### Gate-type map, run 1

Drawn at 1.5 px/um.
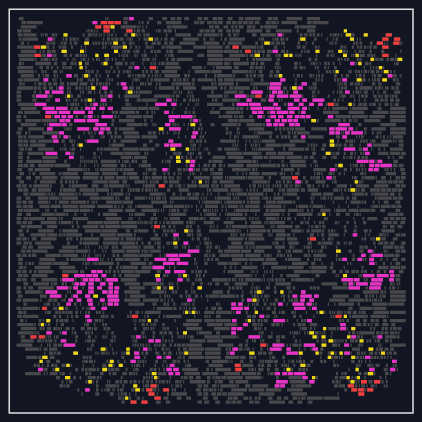
### Where the registers sit, run 1

Drawn at 1 px/um. Other sequential cells in the stronger grey, the rest of the logic in the fainter grey.
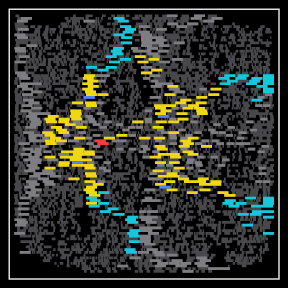
### Wires at chosen ports, followed through buffers, run 1

Drawn at 2 px/um.
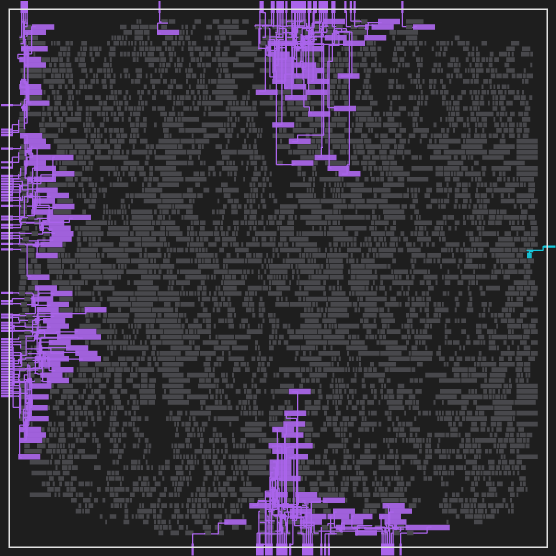
<file path="src/rtl/act_unit_pipe.sv">
`default_nettype none
// ============================================================================
// Module      : act_unit_pipe
// Description : Multi-lane, three-stage pipelined activation unit. Every lane
//               of a beat carries an IEEE-754 single-precision sum and receives
//               the same per-beat activation selected by in_mode:
//                 00 pass-through, 01 ReLU, 10 PLAN sigmoid, 11 leaky ReLU.
//               Valid/ready handshake on both sides with full backpressure;
//               each stage advances whenever the stage after it is empty or
//               moving, so bubbles are squeezed out while stalled.
//
// Parameters  : LANES       - number of 32-bit lanes per beat
//               LEAKY_SHIFT - leaky slope is 2^-LEAKY_SHIFT (1..8)
//
// Ports       : clk        in   clock
//               rst        in   synchronous active-high reset
//               in_valid   in   input beat valid
//               in_ready   out  unit can accept a beat
//               in_mode    in   activation select for this beat
//               in_data    in   lane k at bits [32k+31:32k]
//               out_valid  out  output beat valid
//               out_ready  in   downstream accepts the beat
//               out_data   out  activated lanes, same packing as in_data
//
// Build macro : ACT_LEAKY_RELU_EN - when defined, mode 11 is leaky ReLU;
//               when undefined, mode 11 behaves exactly like ReLU and
//               LEAKY_SHIFT has no effect on the datapath.
//
// Revision    : 1.0 - initial release
// ============================================================================
module act_unit_pipe #(
    parameter int LANES       = 4,
    parameter int LEAKY_SHIFT = 3
) (
    input  logic                  clk,
    input  logic                  rst,
    input  logic                  in_valid,
    output logic                  in_ready,
    input  logic [1:0]            in_mode,
    input  logic [32*LANES-1:0]   in_data,
    output logic                  out_valid,
    input  logic                  out_ready,
    output logic [32*LANES-1:0]   out_data
);

    localparam logic [1:0]  c_MODE_PASS = 2'b00;
    localparam logic [1:0]  c_MODE_SIG  = 2'b10;
    localparam logic [31:0] c_QNAN      = 32'h7FC0_0000;
    // 1.0 in Q1.16
    localparam logic [16:0] c_ONE       = 17'h1_0000;
`ifdef ACT_LEAKY_RELU_EN
    localparam logic [7:0]  c_LEAKY_EXP = 8'(LEAKY_SHIFT);
`endif

    // Slope range guard, evaluated at elaboration only.
    if (LEAKY_SHIFT < 1 || LEAKY_SHIFT > 8) begin : g_bad_leaky_shift
        $error("act_unit_pipe: LEAKY_SHIFT must be in 1..8");
    end

    // ------------------------------------------------------------------------
    // Pipeline state
    // ------------------------------------------------------------------------
    logic                  r_v1, r_v2, r_v3;
    logic [1:0]            r_mode1, r_mode2;
    logic [32*LANES-1:0]   r_data1;
    logic [LANES-1:0]      r_zero1, r_nan1;
    logic [32*LANES-1:0]   r_res2;
    logic [17*LANES-1:0]   r_y2;
    logic [LANES-1:0]      r_nan2;
    logic [32*LANES-1:0]   r_out3;

    logic [LANES-1:0]      w_zero_in, w_nan_in;
    logic [32*LANES-1:0]   w_res2;
    logic [17*LANES-1:0]   w_y2;
    logic [32*LANES-1:0]   w_out3;

    logic w_en1, w_en2, w_en3;

    // A stage may load when its successor is empty or is itself loading.
    assign w_en3    = out_ready || !r_v3;
    assign w_en2    = w_en3 || !r_v2;
    assign w_en1    = w_en2 || !r_v1;
    assign in_ready = w_en1;

    assign out_valid = r_v3;
    assign out_data  = r_out3;

    // ------------------------------------------------------------------------
    // Per-lane datapath
    // ------------------------------------------------------------------------
    for (genvar g = 0; g < LANES; g++) begin : g_lane
        // ---- S1: classify the incoming lane ----
        logic [7:0]  w_in_exp;
        logic [22:0] w_in_man;
        assign w_in_exp     = in_data[32*g+23 +: 8];
        assign w_in_man     = in_data[32*g +: 23];
        assign w_zero_in[g] = (w_in_exp == 8'd0);
        assign w_nan_in[g]  = (w_in_exp == 8'hFF) && (w_in_man != 23'd0);

        // ---- S2: fixed-point sigmoid core and sign-based activations ----
        logic [31:0] w_x;
        logic        w_sign;
        logic [7:0]  w_exp;
        logic [22:0] w_man;
        logic [7:0]  w_sh;
        logic [19:0] w_fx;
        logic [16:0] w_ymag;
        logic [16:0] w_y;
        logic [31:0] w_relu;
        logic [31:0] w_res;
`ifdef ACT_LEAKY_RELU_EN
        logic [31:0] w_leaky;
`endif

        assign w_x    = r_data1[32*g +: 32];
        assign w_sign = w_x[31];
        assign w_exp  = w_x[30:23];
        assign w_man  = w_x[22:0];

        always_comb begin
            w_sh   = 8'd134 - w_exp;
            w_fx   = '0;
            w_ymag = '0;
            w_y    = '0;
            w_relu = '0;
            w_res  = '0;
`ifdef ACT_LEAKY_RELU_EN
            w_leaky = '0;
`endif
            // |x| in Q4.16: the hidden-one mantissa weighs 2^(exp-150), so the
            // Q4.16 value is {1,man} >> (134 - exp). exp >= 131 means |x| >= 16
            // (Inf included) and clips.
            if (r_zero1[g]) begin
                w_fx = '0;
            end else if (w_exp >= 8'd131) begin
                w_fx = 20'hF_FFFF;
            end else if (w_sh >= 8'd24) begin
                w_fx = '0;
            end else begin
                w_fx = 20'({1'b1, w_man} >> w_sh);
            end

            // PLAN segments, thresholds 5.0 / 2.375 / 1.0 in Q4.16
            if (w_fx >= 20'h5_0000) begin
                w_ymag = c_ONE;
            end else if (w_fx >= 20'h2_6000) begin
                w_ymag = 17'(w_fx >> 5) + 17'h0_D800;
            end else if (w_fx >= 20'h1_0000) begin
                w_ymag = 17'(w_fx >> 3) + 17'h0_A000;
            end else begin
                w_ymag = 17'(w_fx >> 2) + 17'h0_8000;
            end
            w_y = w_sign ? (c_ONE - w_ymag) : w_ymag;

            // ReLU: any set sign bit (including -0) or a flushed denormal gives +0
            if (r_nan1[g]) begin
                w_relu = c_QNAN;
            end else if (w_sign || r_zero1[g]) begin
                w_relu = '0;
            end else begin
                w_relu = w_x;
            end

`ifdef ACT_LEAKY_RELU_EN
            // Leaky ReLU: scale negatives by 2^-LEAKY_SHIFT via the exponent.
            // -Inf becomes a large finite negative rather than staying Inf.
            if (r_nan1[g]) begin
                w_leaky = c_QNAN;
            end else if (r_zero1[g]) begin
                w_leaky = '0;
            end else if (!w_sign) begin
                w_leaky = w_x;
            end else if (w_exp <= c_LEAKY_EXP) begin
                w_leaky = '0;
            end else begin
                w_leaky = {1'b1, w_exp - c_LEAKY_EXP, w_man};
            end
`endif

            // Sigmoid beats ignore w_res; S3 selects the repacked y instead.
            case (r_mode1)
                c_MODE_PASS: w_res = w_x;
`ifdef ACT_LEAKY_RELU_EN
                2'b11:       w_res = w_leaky;
`else
                2'b11:       w_res = w_relu;
`endif
                default:     w_res = w_relu;
            endcase
        end

        assign w_res2[32*g +: 32] = w_res;
        assign w_y2[17*g +: 17]   = w_y;

        // ---- S3: repack Q1.16 sigmoid result and select lane output ----
        logic [16:0] w_yq;
        logic [4:0]  w_lead;
        logic [7:0]  w_fexp;
        logic [22:0] w_mant;
        logic [31:0] w_o;

        assign w_yq = r_y2[17*g +: 17];

        always_comb begin
            w_lead = '0;
            for (int b = 0; b < 17; b++) begin
                if (w_yq[b]) begin
                    w_lead = 5'(b);
                end
            end
            // Bit w_lead of a Q1.16 value weighs 2^(w_lead-16).
            w_fexp = 8'd111 + {3'b000, w_lead};
            // Shift the leading one out of the top; bits below it become the
            // mantissa (no bits are lost, so truncation is exact here).
            w_mant = {6'b00_0000, w_yq} << (5'd23 - w_lead);

            if (r_mode2 != c_MODE_SIG) begin
                w_o = r_res2[32*g +: 32];
            end else if (r_nan2[g]) begin
                w_o = c_QNAN;
            end else if (w_yq == 17'd0) begin
                w_o = '0;
            end else begin
                w_o = {1'b0, w_fexp, w_mant};
            end
        end

        assign w_out3[32*g +: 32] = w_o;
    end

    // ------------------------------------------------------------------------
    // Control registers (reset) and output register
    // ------------------------------------------------------------------------
    always_ff @(posedge clk) begin
        if (rst) begin
            r_v1   <= 1'b0;
            r_v2   <= 1'b0;
            r_v3   <= 1'b0;
            r_out3 <= '0;
        end else begin
            if (w_en1) begin
                r_v1 <= in_valid;
            end
            if (w_en2) begin
                r_v2 <= r_v1;
            end
            if (w_en3) begin
                r_v3 <= r_v2;
                if (r_v2) begin
                    r_out3 <= w_out3;
                end
            end
        end
    end

    // ------------------------------------------------------------------------
    // Stage data registers; only loaded when a valid beat moves in, so their
    // contents are meaningless whenever the matching valid is low.
    // ------------------------------------------------------------------------
    always_ff @(posedge clk) begin
        if (w_en1 && in_valid) begin
            r_data1 <= in_data;
            r_mode1 <= in_mode;
            r_zero1 <= w_zero_in;
            r_nan1  <= w_nan_in;
        end
        if (w_en2 && r_v1) begin
            r_res2  <= w_res2;
            r_y2    <= w_y2;
            r_nan2  <= r_nan1;
            r_mode2 <= r_mode1;
        end
    end

endmodule
`default_nettype wire

</file>
<file path="config.mk">
export PLATFORM = sky130hd
export DESIGN_NAME = act_unit_pipe
export DESIGN_NICKNAME = d
export VERILOG_FILES = /design/src/rtl/act_unit_pipe.sv
export SDC_FILE = /design/constraint.sdc
export NUM_CORES = 1
export LEC_CHECK = 0
export CAP_MARGIN = 20
export CORE_MARGIN = 4
export CORE_UTILIZATION = 50
export CTS_CLUSTER_DIAMETER = 100
export DETAILED_ROUTE_END_ITERATION = 6
export GPL_TIMING_DRIVEN = 0
export PLACE_DENSITY = 0.7
export SETUP_SLACK_MARGIN = 0.02
export SLEW_MARGIN = 20
export SYNTH_ARGS = -nofsm -noshare
export SYNTH_HDL_FRONTEND = slang
export SYNTH_SLANG_ARGS = --single-unit
</file>
<file path="constraint.sdc">
create_clock -name clk -period 22.5 [get_ports clk]
set_clock_uncertainty 0.2 [all_clocks]
set_input_delay 4.5 -clock clk [delete_from_list [all_inputs] [get_ports clk]]
set_output_delay 4.5 -clock clk [all_outputs]
set_load 0.01 [all_outputs]
</file>
==> results.yml, run 1 <==
# generated from flow reports
global_route:
  grt_pass1_vias: 30478
  grt_pass1_wl_mm: 187
  grtUsageMet3: 0.0758
  top_usage_layer: "met2"
  grt_use_met2: 0.517
  use_met1: 0.465
clocking:
  holdBufCountCts: 0
  post_cts_buffers: 0
  htree_levels: 2
  cts_tree: "built"
  cts_made_buffers: 54
  cts_num_sinks: 471
route:
  firstDrtPassIters: 7
  routedWlPerCell_um: 25.4
  drc: 6
worst_hold_path:
  hp-start: "r_nan1[1]$_DFFE_PP_"
  hp-class: "reg -> reg"
status:
  status: "finished with violations"
  violations: "DRC"
final_timing:
  relSlewSlack: 0.231
  setup_violations: 0
  finalClockPeriodUsage: 0.486
  hold_viol: 0
finish:
  final_util: 0.596
  final_area_mm2: 0.0400
  area_growth_pct: 18.2
  layout_top_cell: "nand2_1"
  fillCellCount: 5910
  nets: 4205
yosys:
  syn_avg_cell_area_um2: 9.18
  synth-xor-area-share: 0.0264
  ys_sh_mux: 0.126
  ys.warnings.count: 0
  synth_adder_area_share: 0.0180
  async_reset_ff_frac: 0
  yosys_cells: 3687
  ys_sh_simple: 0.201
  yosysSeqAreaShare: 0.379
  synth_cells: 3687
  aoi_share: 0.206
  ys_types: 109
setup_path:
  rrSetupSlack_ns: 15.10
  crit_type: "in -> out"
  r2r_end: "r_y2[65]$_DFFE_PP_"
  r2r_cells: 26
  cp_max_fo: 7
  start_kind: "input pin"
  reg2reg_from: "r_data1[119]$_DFFE_PP_"
  crit_path_start: "out_ready"
die:
  die_h_um: 268
  core_area_mm2: 0.0672
  rows: 95
  die_w_um: 268
placement:
  io_buffers: 262
  gp_congestion: 0.997
  dpl_cell_area_mm2: 0.0381
power_and_ir_drop:
  vdd_drop_max_mv: 0.0674
  cellLeakagePower_nw: 14.2
flow_run:
  drv_cap: 0
  warnings: 58
Back to the opening pictures, 'Gate-type map':
| colour | family | cells | most used | where |
|---|---|---|---|---|
| yellow | AND-OR and OR-AND gates | 133 | o21a_1 | widely spread |
| red | adder and majority cells | 49 | ha_1 | widely spread |
| magenta | multiplexers | 314 | mux2i_1 | widely spread |

Back to the opening pictures, 'Where the registers sit':
| colour | name in the netlist | placed flops |
|---|---|---|
| blue | r_nan2 | 4 |
| red | r_mode2 | 2 |
| cyan | r_y2 | 68 |
| yellow | r_res2 | 128 |

Back to the opening pictures, 'Wires at chosen ports, followed through buffers':
| colour | port | bits | direction | edge | end cells | buffers | wire |
|---|---|---|---|---|---|---|---|
| purple | in_data | 128 | input | 58 left, 37 top, 33 bottom | 168 | 128 | 4870 um |
| cyan | out_ready | 1 | input | right | 1 | 1 | 15.0 um |

run 1: worst max-delay path, cell delays in order:
cell	delay (ns)
clkdlybuf4s50_1	0.40
nor2b_1	0.57
nand3_1	0.22
clkdlybuf4s50_1	0.54
run 1: cells by family after synthesis:
logic type | count (synthesis)
simple gates | 1395
compound gates | 993
flops | 471
fa+ha+maj | 49
xor+xnor | 100
mux | 314
buf+inv | 365
run 1: through the flow:
step / power (W) / hold slack, ns / setup TNS (ns) / instances / worst slack (ns)
floorplan: 0.00171 / 0.226 / 0 / 3687 / 2.08
global placement: 0.00200 / 0.239 / -978.94 / 4822 / -4.88
detailed placement: 0.00199 / 0.241 / 0 / 4840 / 11.57
CTS: 0.00292 / 0.257 / 0 / 4942 / 11.56
global route: 0.00305 / 0.275 / 0 / 4942 / 11.48
finish: 0.00293 / 0.260 / 0 / 4944 / 11.56
run 1: worst max path at each step:
stage	endpoint
after floorplan	r_mode2[0]$_DFFE_PP_
after global placement	r_y2[50]$_DFFE_PP_
after detailed placement	in_ready
after CTS	in_ready
after global routing	in_ready
final	in_ready
run 1: area by class of cell:
| cell class | instances | area (um^2) | share of cell area |
|---|---|---|---|
| Buffer | 277 | 1150 | 0.0287 |
| Timing Repair Buffer | 280 | 3120 | 0.0779 |
| Tap cell | 873 | 1090 | 0.0273 |
| Sequential cell | 471 | 12800 | 0.321 |
| Clock buffer | 60 | 1410 | 0.0353 |
| Clock inverter | 42 | 472 | 0.0118 |
| Inverter | 88 | 330 | 0.00826 |
| Antenna cell | 2 | 5.00 | 0.000125 |
| Multi-Input combinational cell | 2851 | 19600 | 0.490 |
run 1: flip-flops by register name, indices dropped and copies added, names as in the netlist:
signal and flops:
r_nan2 4, r_res2 128, r_y2 68, r_nan1 4, r_v2 1, r_mode1 2
out_valid 1, r_zero1 4, r_data1 128, r_v1 1, r_mode2 2, out_data 128
run 1: where the power goes:
part / switching, W / internal (W)
Combinational: 0.000550 / 0.000365
Clock: 0.000383 / 0.000540
Sequential: 0.0000785 / 0.00101
Total: 0.00101 / 0.00192
run 1: cell usage after synthesis, drive strengths merged, types with 85 or more instances:
library cell | n | area [um^2]
nor2 | 335 | 1260
a21oi | 227 | 1140
nand2 | 422 | 1580
dfxtp | 131 | 2620
inv | 85 | 319
and3 | 109 | 687
nor3 | 112 | 577
edfxtp | 340 | 10200
mux2 | 97 | 1090
clkbuf | 206 | 773
mux2i | 137 | 1370
o21ai | 173 | 885
a211oi | 88 | 661
nand3 | 105 | 536
run 1: routing by layer:
layer / part of all wire / vias up
li1: - / 14820
met1: 0.41 / 15764
met2: 0.44 / 2007
met3: 0.11 / 308
met4: 0.041 / 0
met5: 0 / -
==> run 2: changes to the inputs <==
- PLACE_DENSITY: 0.7 -> 0.73
- clock period: 22.5 -> 9.96 ns (I/O delays scaled with it)
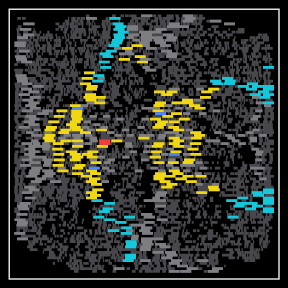
*Where the registers sit, run 2*
Drawn at 1 px/um. Other sequential cells in the stronger grey, the rest of the logic in the fainter grey.
| colour | name in the netlist | placed flops |
|---|---|---|
| blue | r_nan2 | 4 |
| cyan | r_y2 | 68 |
| yellow | r_res2 | 128 |
| red | r_mode2 | 2 |
not coloured: 269

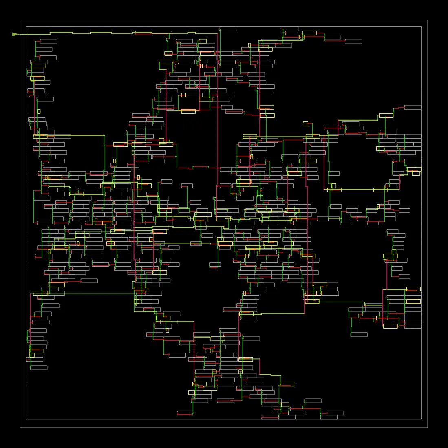
*Clock nets, run 2*
flop count: 471
Sink Count: 471
clock buffers: 76

==> run 2 against run 1 <==
Net effect:
- the run now ends clean
- non-clock buffer count down 1
- final cell count about the same
- core utilization fell by 0.18 points
- sequential power up 130%
- critical endpoint is now r_y2[65]$_DFFE_PP_
- via count decreased by 0.53%
- register-to-register slack worse by 13 ns
==> results.yml, run 2 <==
# generated from flow reports
clocking:
  post_cts_resized: 0
  cts_tree: "built"
  htree_levels: 2
  clock_latency_ns: 0.63
  post_cts_buffers: 0
  holdBufCountCts: 0
  cts_made_buffers: 53
yosys:
  synth_cells: 3687
  yosysSeqAreaShare: 0.379
  ys_types: 109
  yosys_cells: 3687
  top_area_cell: "edfxtp_1"
  top_cell: "nand2_1"
  aoi_share: 0.206
  yosys.area.top_type_share: 0.302
  ys.warnings.count: 0
  synth_adder_area_share: 0.0180
  ys_top_cells_by_area: "edfxtp_1 (30%), dfxtp_1 (7.7%), mux4_2 (5.3%), nand2_1 (4.7%), mux2i_1 (4.0%)"
  ys_sh_simple: 0.201
  syn_avg_cell_area_um2: 9.18
  synth-xor-area-share: 0.0264
  async_reset_ff_frac: 0
  top_cells_by_count: "nand2_1 (422), edfxtp_1 (340), nor2_1 (334), a21oi_1 (226), clkbuf_1 (206)"
  ys_sh_mux: 0.126
final_timing:
  relSlewSlack: 0.247
  finalClockPeriodUsage: 0.743
  drv_slew: 0
  setup_violations: 0
  hold_viol: 0
  fmax_mhz: 135
  hold_ws_ns: 0.249
flow_run:
  warnings: 58
  drv_cap: 0
finish:
  final_cell_count_no_fill: 4940
  final_util: 0.594
  nets: 4203
  final_area_mm2: 0.0399
  area_growth_pct: 17.8
  fillCellCount: 5900
  layout_top_cell: "nand2_1"
power_and_ir_drop:
  power_frac_clock: 0.309
  power.switching_w: 0.00228
  switching_share: 0.347
  pwr-share-seq: 0.376
  p_int_w: 0.00429
  vdd_drop_max_mv: 0.154
  p_comb_frac: 0.315
  cellLeakagePower_nw: 14.1
placement:
  io_buffers: 262
  gp_congestion: 1.03
  dp.cells: 4839
  dpl_cell_area_mm2: 0.0381
route:
  highest_layer: "met5"
  routedWlPerCell_um: 25.4
  firstDrtPassIters: 7
  drc: 0
  m1WireLength_mm: 50.9
  dr_wl_met3_mm: 14.7
  routed-wl-met2_mm: 55.1
worst_hold_path:
  hp-class: "reg -> reg"
die:
  rows: 95
  core_area_mm2: 0.0672
  die_w_um: 268
  die_h_um: 268
global_route:
  grt_pass1_wl_mm: 187
  grt_pass1_vias: 30333
setup_path:
  crit_type: "reg -> reg"
  start_kind: "flop"
  cp_max_fo: 10
status:
  status: "complete, no violations"
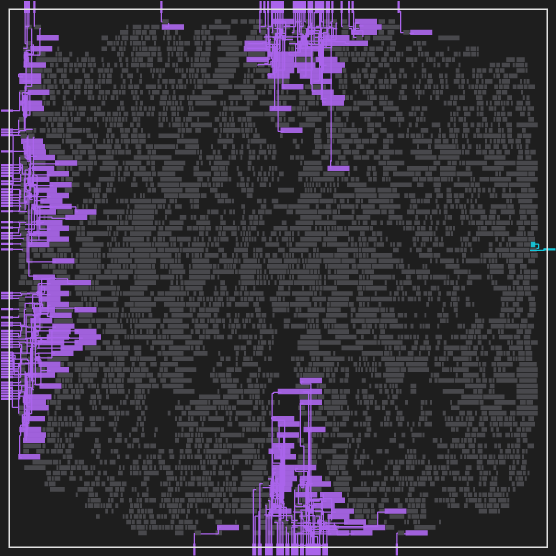
*Wires at chosen ports, followed through buffers, run 2*
Drawn at 2 px/um.
| colour | port | bits | direction | edge | end cells | buffers | wire |
|---|---|---|---|---|---|---|---|
| purple | in_data | 128 | input | 58 left, 37 top, 33 bottom | 168 | 128 | 5050 um |
| cyan | out_ready | 1 | input | right | 1 | 1 | 13.9 um |

## run 2: final cells by class
class | instances | area, um^2 | area share
Clock buffer | 76 | 1560 | 0.0390
Inverter | 88 | 330 | 0.00828
Multi-Input combinational cell | 2851 | 19600 | 0.491
Timing Repair Buffer | 279 | 3080 | 0.0772
Buffer | 277 | 1150 | 0.0288
Tap cell | 873 | 1090 | 0.0274
Antenna cell | 1 | 2.50 | 0.0000627
Clock inverter | 24 | 255 | 0.00640
Sequential cell | 471 | 12800 | 0.322
## run 2: metal layers
layer,GRT usage,vias to the layer above
met5,0,-
met4,0.113,2
met3,0.0875,283
met2,0.517,1979
met1,0.464,15646
li1,-,14815
## run 2: final timing paths
path / from / to / slack [ns] / depth (start not counted)
max: r_data1[119]$_DFFE_PP_ / r_y2[65]$_DFFE_PP_ / 2.56 / 23
min: out_data[70]$_SDFFE_PP0P_ / out_data[70]$_SDFFE_PP0P_ / 0.25 / 2
max reg2reg: r_data1[119]$_DFFE_PP_ / r_y2[65]$_DFFE_PP_ / 2.56 / 23
min reg2reg: out_data[70]$_SDFFE_PP0P_ / out_data[70]$_SDFFE_PP0P_ / 0.25 / 2
## run 2: cell families (layout without fill, tap and decap cells)
logic type      count (synthesis)  after routing
flops                         471            471
xor+xnor                      100            100
compound gates                993            993
fa+ha+maj                      49             49
mux                           314            314
other cells                     0              1
simple gates                 1395           1395
buf+inv                       365            744
## run 2: worst max-delay path, cell delays in order (launching register included)
cell      delay (ns)
edfxtp_1        0.37
buf_2           0.21
buf_6           0.18
buf_2           0.27
buf_2           0.31
inv_1           0.15
ha_1            0.30
clkbuf_1        0.22
inv_1           0.14
clkbuf_1        0.56
mux4_2          0.65
a31oi_1         0.59
o21bai_1        0.15
a211oi_1        0.58
o21a_1          0.30
buf_2           0.24
clkbuf_1        0.36
o21ai_0         0.16
nand2_1         0.13
ha_1            0.23
o311ai_0        0.18
nand2b_1        0.27
o31ai_1         0.28
xor2_1          0.11
## run 2: per-stage QoR
| stage | TNS [ns] | total power (W) | setup WS (ns) |
|---|---|---|---|
| after CTS | 0 | 0.00652 | 2.68 |
| final | 0 | 0.00656 | 2.56 |
| after detailed placement | 0 | 0.00450 | 2.73 |
| after floorplan | 0 | 0.00384 | 0.0504 |
| after global placement | -768.52 | 0.00450 | -4.24 |
| after global routing | 0 | 0.00683 | 2.20 |
## run 2: power by group through the flow
stage	clock network [W]	logic (W)	registers [W]
finish	0.00203	0.00207	0.00247
global route	0.00214	0.00223	0.00247
CTS	0.00205	0.00202	0.00245
detailed placement	0	0.00201	0.00249
global placement	0	0.00199	0.00252
floorplan	0	0.00140	0.00243
Power and IR drop assume default switching activity.
